--- src/rtl/exec_seq_pkg.sv ---
// Shared types and default sizing for the execute-stage sequencer.
package exec_seq_pkg;

   localparam int unsigned DefFpuTimeout = 255;
   localparam int unsigned DefCntW       = 32;

   typedef enum logic [1:0] {
      StIdle,
      StWaitAlu,
      StWaitFpu,
      StHold
   } seq_state_e;

endpackage

--- src/rtl/exec_sequencer_if.sv ---
// Issue, unit-control and writeback signals of the execute sequencer.
interface exec_sequencer_if;

   logic in_valid;
   logic in_ready;
   logic in_is_fp;
   logic alu_start;
   logic fpu_start;
   logic alu_done;
   logic fpu_done;
   logic unit_jump;
   logic out_valid;
   logic out_ready;
   logic out_err;
   logic redirect;

   modport master (
      output in_valid, in_is_fp, alu_done, fpu_done, unit_jump, out_ready,
      input  in_ready, alu_start, fpu_start, out_valid, out_err, redirect
   );

   modport slave (
      input  in_valid, in_is_fp, alu_done, fpu_done, unit_jump, out_ready,
      output in_ready, alu_start, fpu_start, out_valid, out_err, redirect
   );

endinterface

--- src/rtl/exec_sequencer_sat_counter.sv ---
// Saturating up-counter with synchronous clear.
module sat_counter #(
   parameter int unsigned Width = 32
) (
   input  logic             clk,
   input  logic             clear,
   input  logic             inc,
   output logic [Width-1:0] count
);

   logic [Width-1:0] cnt_q;

   always_ff @(posedge clk) begin
      if (clear) begin
         cnt_q <= '0;
      end else if (inc && (cnt_q != {Width{1'b1}})) begin
         cnt_q <= cnt_q + 1'b1;
      end
   end

   assign count = cnt_q;

endmodule

--- src/rtl/exec_sequencer.sv ---
// Single-issue execute sequencer: dispatches one op to the ALU or FPU, waits for
// completion (FPU with timeout) and holds the result until writeback takes it.
module exec_sequencer
   import exec_seq_pkg::*;
#(
   parameter int unsigned FPU_TIMEOUT = DefFpuTimeout,
   parameter int unsigned CNT_W       = DefCntW
) (
   input  logic             clk,
   input  logic             rst,
   exec_sequencer_if.slave  bus,
   output logic             err_sticky,
   output logic [CNT_W-1:0] busy_cycles,
   output logic [CNT_W-1:0] stall_cycles
);

   localparam int unsigned     TmrW   = (FPU_TIMEOUT < 1) ? 1 : $clog2(FPU_TIMEOUT + 1);
   localparam logic [TmrW-1:0] TmrMax = TmrW'(FPU_TIMEOUT);

   seq_state_e      state_q;
   logic            alu_start_q;
   logic            fpu_start_q;
   logic            out_valid_q;
   logic            out_err_q;
   logic            jump_q;
   logic            err_sticky_q;
   logic [TmrW-1:0] tmr_q;

   logic hold_hs;
   logic accept_ok;
   logic accept;
   logic alu_ok;
   logic fpu_ok;
   logic fpu_timeout;
   logic hold_stall;

   assign hold_hs     = (state_q == StHold) && bus.out_ready;
   // A pending jump blocks issue so the wrong-path op behind it is dropped.
   assign accept_ok   = !rst && ((state_q == StIdle) || (hold_hs && !jump_q));
   assign accept      = accept_ok && bus.in_valid;
   // The start flag doubles as the "first WAIT cycle" marker: done is ignored there.
   assign alu_ok      = (state_q == StWaitAlu) && !alu_start_q && bus.alu_done;
   assign fpu_ok      = (state_q == StWaitFpu) && !fpu_start_q && bus.fpu_done;
   assign fpu_timeout = (state_q == StWaitFpu) && (tmr_q == TmrMax) && !fpu_ok;
   assign hold_stall  = (state_q == StHold) && !bus.out_ready;

   always_ff @(posedge clk) begin
      if (rst) begin
         state_q      <= StIdle;
         alu_start_q  <= 1'b0;
         fpu_start_q  <= 1'b0;
         out_valid_q  <= 1'b0;
         out_err_q    <= 1'b0;
         jump_q       <= 1'b0;
         err_sticky_q <= 1'b0;
         tmr_q        <= '0;
      end else begin
         alu_start_q <= 1'b0;
         fpu_start_q <= 1'b0;
         case (state_q)
            StWaitAlu: begin
               if (alu_ok) begin
                  state_q     <= StHold;
                  out_valid_q <= 1'b1;
                  out_err_q   <= 1'b0;
                  jump_q      <= bus.unit_jump;
               end
            end
            StWaitFpu: begin
               tmr_q <= tmr_q + 1'b1;
               if (fpu_ok) begin
                  state_q     <= StHold;
                  out_valid_q <= 1'b1;
                  out_err_q   <= 1'b0;
                  jump_q      <= bus.unit_jump;
               end else if (fpu_timeout) begin
                  state_q      <= StHold;
                  out_valid_q  <= 1'b1;
                  out_err_q    <= 1'b1;
                  jump_q       <= 1'b0;
                  err_sticky_q <= 1'b1;
               end
            end
            StHold: begin
               if (hold_hs) begin
                  state_q     <= StIdle;
                  out_valid_q <= 1'b0;
                  out_err_q   <= 1'b0;
                  jump_q      <= 1'b0;
               end
            end
            default: ;
         endcase
         // Issue overrides the HOLD exit so a handshake can chain straight into WAIT.
         if (accept) begin
            state_q     <= bus.in_is_fp ? StWaitFpu : StWaitAlu;
            alu_start_q <= !bus.in_is_fp;
            fpu_start_q <= bus.in_is_fp;
            tmr_q       <= '0;
         end
      end
   end

   assign bus.in_ready  = accept_ok;
   assign bus.alu_start = alu_start_q;
   assign bus.fpu_start = fpu_start_q;
   assign bus.out_valid = out_valid_q;
   assign bus.out_err   = out_err_q;
   assign bus.redirect  = !rst && hold_hs && jump_q;
   assign err_sticky    = err_sticky_q;

   sat_counter #(
      .Width (CNT_W)
   ) u_busy_cnt (
      .clk   (clk),
      .clear (rst),
      .inc   (state_q != StIdle),
      .count (busy_cycles)
   );

   sat_counter #(
      .Width (CNT_W)
   ) u_stall_cnt (
      .clk   (clk),
      .clear (rst),
      .inc   (hold_stall),
      .count (stall_cycles)
   );

endmodule

--- src/flat_wrapper.sv ---
// flat-port wrapper written by rule: the top's interface ports become plain ports
module exec_sequencer_flat import exec_seq_pkg::*;
#(
   parameter int unsigned FPU_TIMEOUT = DefFpuTimeout,
   parameter int unsigned CNT_W       = DefCntW
)
  (clk, rst, err_sticky, busy_cycles, stall_cycles, bus_in_valid, bus_in_is_fp, bus_alu_done, bus_fpu_done, bus_unit_jump, bus_out_ready, bus_in_ready, bus_alu_start, bus_fpu_start, bus_out_valid, bus_out_err, bus_redirect);
  exec_sequencer_if bus_i ();
  input  logic clk;
  input  logic rst;
  output logic err_sticky;
  output logic [CNT_W-1:0] busy_cycles;
  output logic [CNT_W-1:0] stall_cycles;
  input wire logic [$bits(bus_i.in_valid)-1:0] bus_in_valid;
  input wire logic [$bits(bus_i.in_is_fp)-1:0] bus_in_is_fp;
  input wire logic [$bits(bus_i.alu_done)-1:0] bus_alu_done;
  input wire logic [$bits(bus_i.fpu_done)-1:0] bus_fpu_done;
  input wire logic [$bits(bus_i.unit_jump)-1:0] bus_unit_jump;
  input wire logic [$bits(bus_i.out_ready)-1:0] bus_out_ready;
  output wire logic [$bits(bus_i.in_ready)-1:0] bus_in_ready;
  output wire logic [$bits(bus_i.alu_start)-1:0] bus_alu_start;
  output wire logic [$bits(bus_i.fpu_start)-1:0] bus_fpu_start;
  output wire logic [$bits(bus_i.out_valid)-1:0] bus_out_valid;
  output wire logic [$bits(bus_i.out_err)-1:0] bus_out_err;
  output wire logic [$bits(bus_i.redirect)-1:0] bus_redirect;
  assign bus_i.in_valid = bus_in_valid;
  assign bus_i.in_is_fp = bus_in_is_fp;
  assign bus_i.alu_done = bus_alu_done;
  assign bus_i.fpu_done = bus_fpu_done;
  assign bus_i.unit_jump = bus_unit_jump;
  assign bus_i.out_ready = bus_out_ready;
  assign bus_in_ready = bus_i.in_ready;
  assign bus_alu_start = bus_i.alu_start;
  assign bus_fpu_start = bus_i.fpu_start;
  assign bus_out_valid = bus_i.out_valid;
  assign bus_out_err = bus_i.out_err;
  assign bus_redirect = bus_i.redirect;
  exec_sequencer #(.FPU_TIMEOUT(FPU_TIMEOUT), .CNT_W(CNT_W)) u_core (.clk(clk), .rst(rst), .bus(bus_i), .err_sticky(err_sticky), .busy_cycles(busy_cycles), .stall_cycles(stall_cycles));
endmodule
--- config.mk ---
export PLATFORM = sky130hd
export DESIGN_NAME = exec_sequencer_flat
export DESIGN_NICKNAME = d
export VERILOG_FILES = /design/src/rtl/exec_seq_pkg.sv /design/src/rtl/exec_sequencer_if.sv /design/src/rtl/exec_sequencer_sat_counter.sv /design/src/rtl/exec_sequencer.sv /design/src/flat_wrapper.sv
export SDC_FILE = /design/constraint.sdc
export NUM_CORES = 1
export LEC_CHECK = 0
export CORE_MARGIN = 2
export CORE_UTILIZATION = 30
export CTS_CLUSTER_DIAMETER = 30
export DETAILED_ROUTE_END_ITERATION = 8
export GPL_TIMING_DRIVEN = 0
export PLACE_DENSITY = 0.58
export SLEW_MARGIN = 5
export SYNTH_ARGS = -nofsm -noshare
export SYNTH_HDL_FRONTEND = slang
export SYNTH_SLANG_ARGS = --single-unit
--- constraint.sdc ---
create_clock -name clk -period 5.9 [get_ports clk]
set_input_delay 0.59 -clock clk [delete_from_list [all_inputs] [get_ports clk]]
set_output_delay 0.59 -clock clk [all_outputs]
set_load 0.005 [all_outputs]
==> impl.org <==
#+TITLE: Physical design notes

** Floorplanning
- Vertical die size :: 120.9 um
- Overall die width :: 120.9 um
- Pre-placement core utilization :: 30.83%
- During tapcell insertion the tool placed 176 well taps.
- In this run the full chip footprint comes out at 14610 um2.

** Hold path
- In this run the most critical hold path is launched from u_core.jump_q.
- Cell depth of the worst hold path :: 2
- Type of the most critical hold path :: reg -> reg
- Hold EP :: u_core.jump_q

** CTS
- Post-CTS setup buffers :: 0
- For this design, the CTS-stage hold fixing added 0 buffers.
- Per the CTS log, the maximum H-tree level is 3.
- Sinks on Clock Net :: approximately 80
- Number of buffers added by the clock tree synthesis step :: 9
- TritonCTS clock tree :: done
- Clock input transition at the sequential cells of the worst setup and hold paths :: 0.06 ns
- The root buffer cell chosen for the clock tree is sky130_fd_sc_hd__clkbuf_16.
- Worst-skew pair later-pin latency :: roughly 0.34 ns
- Once the clock tree was built, the resizer swapped 0 gates to a different size.
- Maximum root-to-sink buffer count :: 2

** Logic synthesis
- XOR/XNOR Area Share :: 4.060%
- Post-synth the commonest register cell is sky130_fd_sc_hd__dfxtp_1.
- By instance count, the leading cell after synthesis is sky130_fd_sc_hd__dfxtp_1.
- According to the Yosys statistics, the synthesized design has a chip area of 4099 um2.
- Netlist cell types :: approximately 52
- For reference, the top cells by count after synthesis are sky130_fd_sc_hd__dfxtp_1 (80), sky130_fd_sc_hd__a21oi_1 (45), sky130_fd_sc_hd__nor2_1 (44), sky130_fd_sc_hd__nand2_1 (31), sky130_fd_sc_hd__or4_1 (27).
- Yosys attributes the largest share of cell area to sky130_fd_sc_hd__dfxtp_1 (39%), sky130_fd_sc_hd__a21oi_1 (5.5%), sky130_fd_sc_hd__or4_1 (4.9%), sky130_fd_sc_hd__o31ai_1 (4.4%), sky130_fd_sc_hd__nor2_1 (4.0%).
- The cell count after synthesis came out at 490.
- Summing the sequential cell areas from Yosys gives 39.07% of the chip area.
- Per the synthesis report, the dominant area consumer among library cells is sky130_fd_sc_hd__dfxtp_1.
- Measured against the total synthesized area, the mux share comes to 2.350%.
- The synthesized netlist devotes 2.442% of its cell area to adder and majority cells.
- Syn Area/Cell :: 8.365 um2
- Biggest combinational cell group after synthesis :: simple AND/OR/NAND/NOR gates
- Counting every net in the synthesized netlist gives 506.
- Top-area cell type share of the netlist area :: around two fifths
- The warning tally printed by Yosys for this design is 0.
- The synthesized netlist was found by Yosys to have 490 cells.
- Yosys reported a register bit count of 80.
- After Yosys synthesis, and, or, nand and nor cells account for about a third of the synthesized area.
- Post-synth design cell area :: roughly 4000 um2
- In this run, synthesis inferred 0 flip-flops with an integrated enable.
- Share of flip-flops with an asynchronous set or reset :: 0%
- Aoi share :: 16.61%

** Route
- The DRC violation total left in the routed layout is recorded as 0.
- Drt first pass iters :: 5
- In the routed layout, each cell is associated on average with a via count of 5.421.
- In this run the remaining antenna-violating nets after routing total 0.
- WL/cell :: 15.72 um
- For this block, the initial DRC count from the detailed router was 287.

** Critical path
- Measured in cells, the most critical reg-to-reg path has a length of 7.
- Flop-to-flop setup slack :: 3.13 ns
- STA classifies the critical path endpoint as an output port.
- RR Endpoint :: u_core.u_busy_cnt.count[1]
- On the critical path the data arrives at between 3 and 4 ns.
- On the worst path, the slowest cell contributes a delay of 0.53 ns.
- Per the timing report, the most critical flop-to-flop path originates at u_core.u_busy_cnt.count[2].
- Looking at the critical path, the highest net fanout was 10.
- Cell with the largest stage delay on the worst path :: sky130_fd_sc_hd__buf_1
- Required time at the worst-slack endpoint :: 5.31 ns
- Worst path cell trace :: clkdlybuf4s50_1 > clkbuf_1 > clkbuf_1 > buf_1 > nor3b_1 > clkdlybuf4s50_1
- Top delay family on crit path :: buffers and inverters
- Critical Path Source Type :: input port
- CP Class :: in -> out
- Buf+Inv Stages, Crit Path :: 5

** Cells and area
- Dominant kind of cell :: multi-input combinational cells
- Count of non-CTS inverters in the layout :: 17
- Per the layout report, the design carries slightly below 100 non-clock buffers.
- The post-route netlist has between 6 and 7% of its cells at a drive strength greater than 1.
- Total area of sequential cells :: 1602 um2
- There are about 80 flip-flops and latches.
- Top Layout Cells :: sky130_fd_sc_hd__dfxtp_1 (80), sky130_fd_sc_hd__clkdlybuf4s50_1 (78), sky130_fd_sc_hd__a21oi_1 (45), sky130_fd_sc_hd__nor2_1 (44), sky130_fd_sc_hd__nand2_1 (31)
- Area growth from synthesis to layout :: 33.09%
- The layout report lists the clock-cell share of area as 6.514%.
- Leaving out fill and tap cells, the most frequent cell in the layout is sky130_fd_sc_hd__dfxtp_1.
- Multi-input gate area :: 2351 um2
- Flop share of the area :: 29.36%
- The final layout contains 595 nets.
- Antenna diode count :: 0
- NonClk Buf Share :: 15.83%
- Multi-input logic gates represent a cell area share of 43.10%.
- Clock tree buffer count of the final layout :: 11
- The layout contains a multi-input combinational cell count of 373.

** STA
- Setup Total Neg Slack :: 0 ns
- The worst path uses 62.70% of the clock period.
- The critical path in the final layout is reported with a setup slack of approximately 2.2 ns.
- Setup repair after global routing missed its margin :: false
- For the final database, setup skew stands at about 0.0066 ns.
- Endpoints failing setup :: 0
- Looking at the max-slew report, the worst-margin pin has a slew of around 0.8 ns.
- Number of max-slew violations in the final report :: 0
- Hold-check failures listed in the final report amount to 0.
- Derived from the worst setup path, the maximum achievable clock frequency is 270.3 MHz.
- Measured against its own limit, the worst slew margin works out to 46.14%.
- The routed design could run at a clock period as short as 3.700 ns.

** Place
- Final weighted congestion of routability-driven global placement :: 0.8658
- OpenSTA, run right after detailed placement, puts the worst setup slack at 2.150 ns.
- Post-detail-place hpwl :: 8633 um

** GRT
- The initial antenna violation count came to 0.
- Global-route total usage across every layer :: approximately 16%
- The first global-routing pass estimated 18920 um of wire.
- Global-route congestion overflow total :: 0
- Maximum number of pins on one net before global-route repair :: 14
- Number of global-route vias before repair :: 3759

** Run
- The number of maximum-capacitance violations recorded for the run is 0.
- In this run the tools logged warnings totalling 30.

** Power
- Maximum VDD drop :: 0.1482 mV
- Post-layout power :: 1467 uW
- Total power normalized to cell area comes to between 200 and 300 nW/um2.
- Leakage power summed over all cells :: around 0.0017 uW

** Status
- Status :: finished, final reports clean
==> worst max path at each step <==
stage                 startpoint                     endpoint  slack, ns  cells after the start
3_5_place_dp                 rst                 bus_redirect       2.15                      6
2_1_floorplan  u_core.state_q[0]  u_core.u_busy_cnt.count[27]       3.61                      7
5_1_grt                      rst                 bus_redirect       1.99                      6
6_report                     rst                 bus_redirect       2.20                      6
4_1_cts                      rst                 bus_redirect       2.13                      6
3_3_place_gp                 rst                 bus_redirect       2.19                      6
==> power breakdown <==
group	internal [uW]	total (uW)	switching, uW
clock network	436	662	227
registers	561	585	23.9
logic	89.7	219	130
==> metrics by stage <==
stage / cells / utilization [%] / cell area, um2 / hold slack, ns
after floorplan: 490 / - / 4099 / 0.4400
after global placement: 744 / 38.36 / 5100 / 0.4491
after detailed placement: 744 / 38.36 / 5100 / 0.4638
after CTS: 760 / 41.03 / 5455 / 0.4704
after global routing: 760 / 41.03 / 5455 / 0.4964
final: 760 / 41.03 / 5455 / 0.4735
==> cells by family after synthesis <==
group	Yosys count
muxes	9
AOI/OAI and AO/OA	110
xor gates and xnor gates	19
DFF	80
and+or+nand+nor	227
adders and majority gates	8
buffers and inverters	37
==> flip-flops by register name, indices dropped and copies added (netlist names) <==
signal	count
u_core.u_busy_cnt.count	32
u_core.bus.out_valid	1
u_core.tmr_q	8
u_core.bus.fpu_start	1
u_core.u_stall_cnt.count	32
u_core.err_sticky	1
u_core.bus.out_err	1
u_core.state_q	2
u_core.bus.alu_start	1
u_core.jump_q	1
==> routing by layer <==
metal / GRT usage (%) / wire (um) / up-vias
met1: 21.19 / 5607 / 1961
met5: 0 / 0 / -
met3: 3.242 / 597 / 9
met2: 26.79 / 5603 / 126
li1: - / - / 2024
met4: 4.506 / 136 / 0
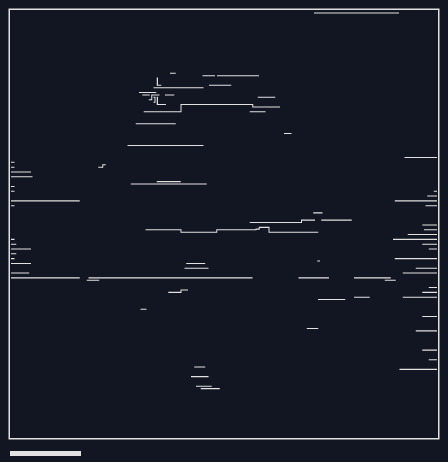
**Above:** M3 wires.
Bar = 20 um.
wire length on this layer: 597 um
longest straight run: 46.0 um
nets with wire on the layer: 71
main direction: horizontal
share of all routed wire: 5.0%
Total Wirelength: 11940 um
count of vias placed by the detailed router: 4120
met3 usage in global routing: 3.242%

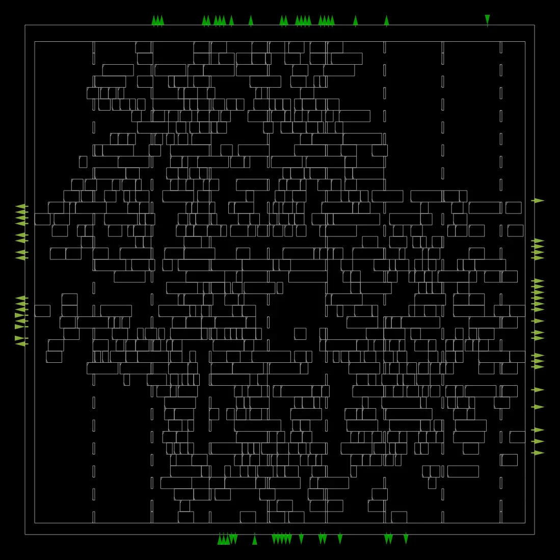
**Above:** cell outlines without signal wires.
Row Count: 42
standard cell core area: 13300 um2
tally of filler cells in the layout: 1339

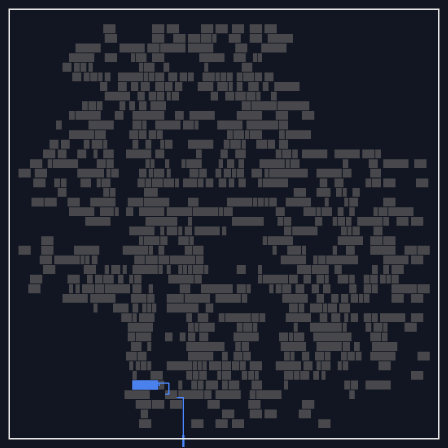
**Above:** I/O nets highlighted.
legend:
  `bus_alu_start`:
    color: blue
    bits: 1
    direction: output
    edge: south
    end_cells: 1
    wire: 20.8 um
tally of buffers added on design ports: 78
I/O pin count: 79

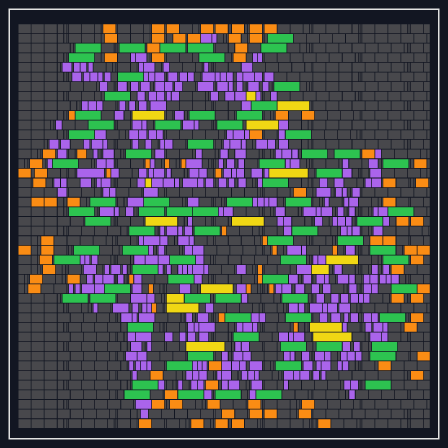
**Above:** cell classes on the final placement.
Fill, decap, tap and diode cells in gray.
legend:
  other buffers and delay cells:
    color: orange
    cells: 98
    share_of_their_area: 16%
  all other logic:
    color: purple
    cells: 390
    share_of_their_area: 46%
  clock drivers and dummy loads:
    color: yellow
    cells: 16
    share_of_their_area: 6.8%
  flip-flops:
    color: green
    cells: 80
    share_of_their_area: 31%
final design instance area without fill: 5455 um2
utilization after layout: 41.03%

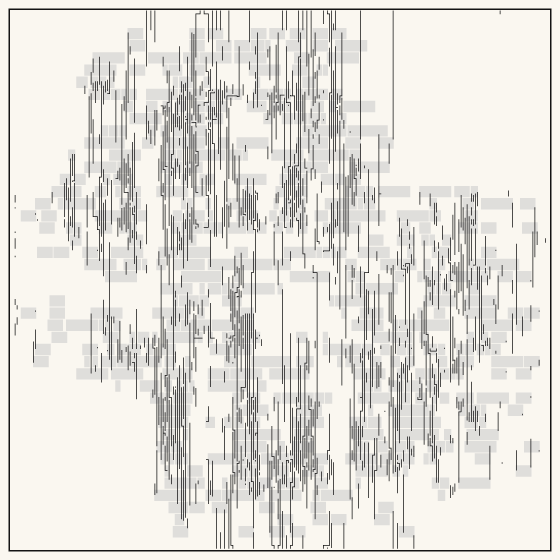
**Above:** met2 routing.
Cells faint in the background.
wire length on this layer: 5600 um
main direction: vertical
share of all routed wire: 47%
nets with wire on the layer: 514
longest straight run: 42.2 um
met2 Use GR: 26.79%

Power is estimated from default activity; no workload was simulated.
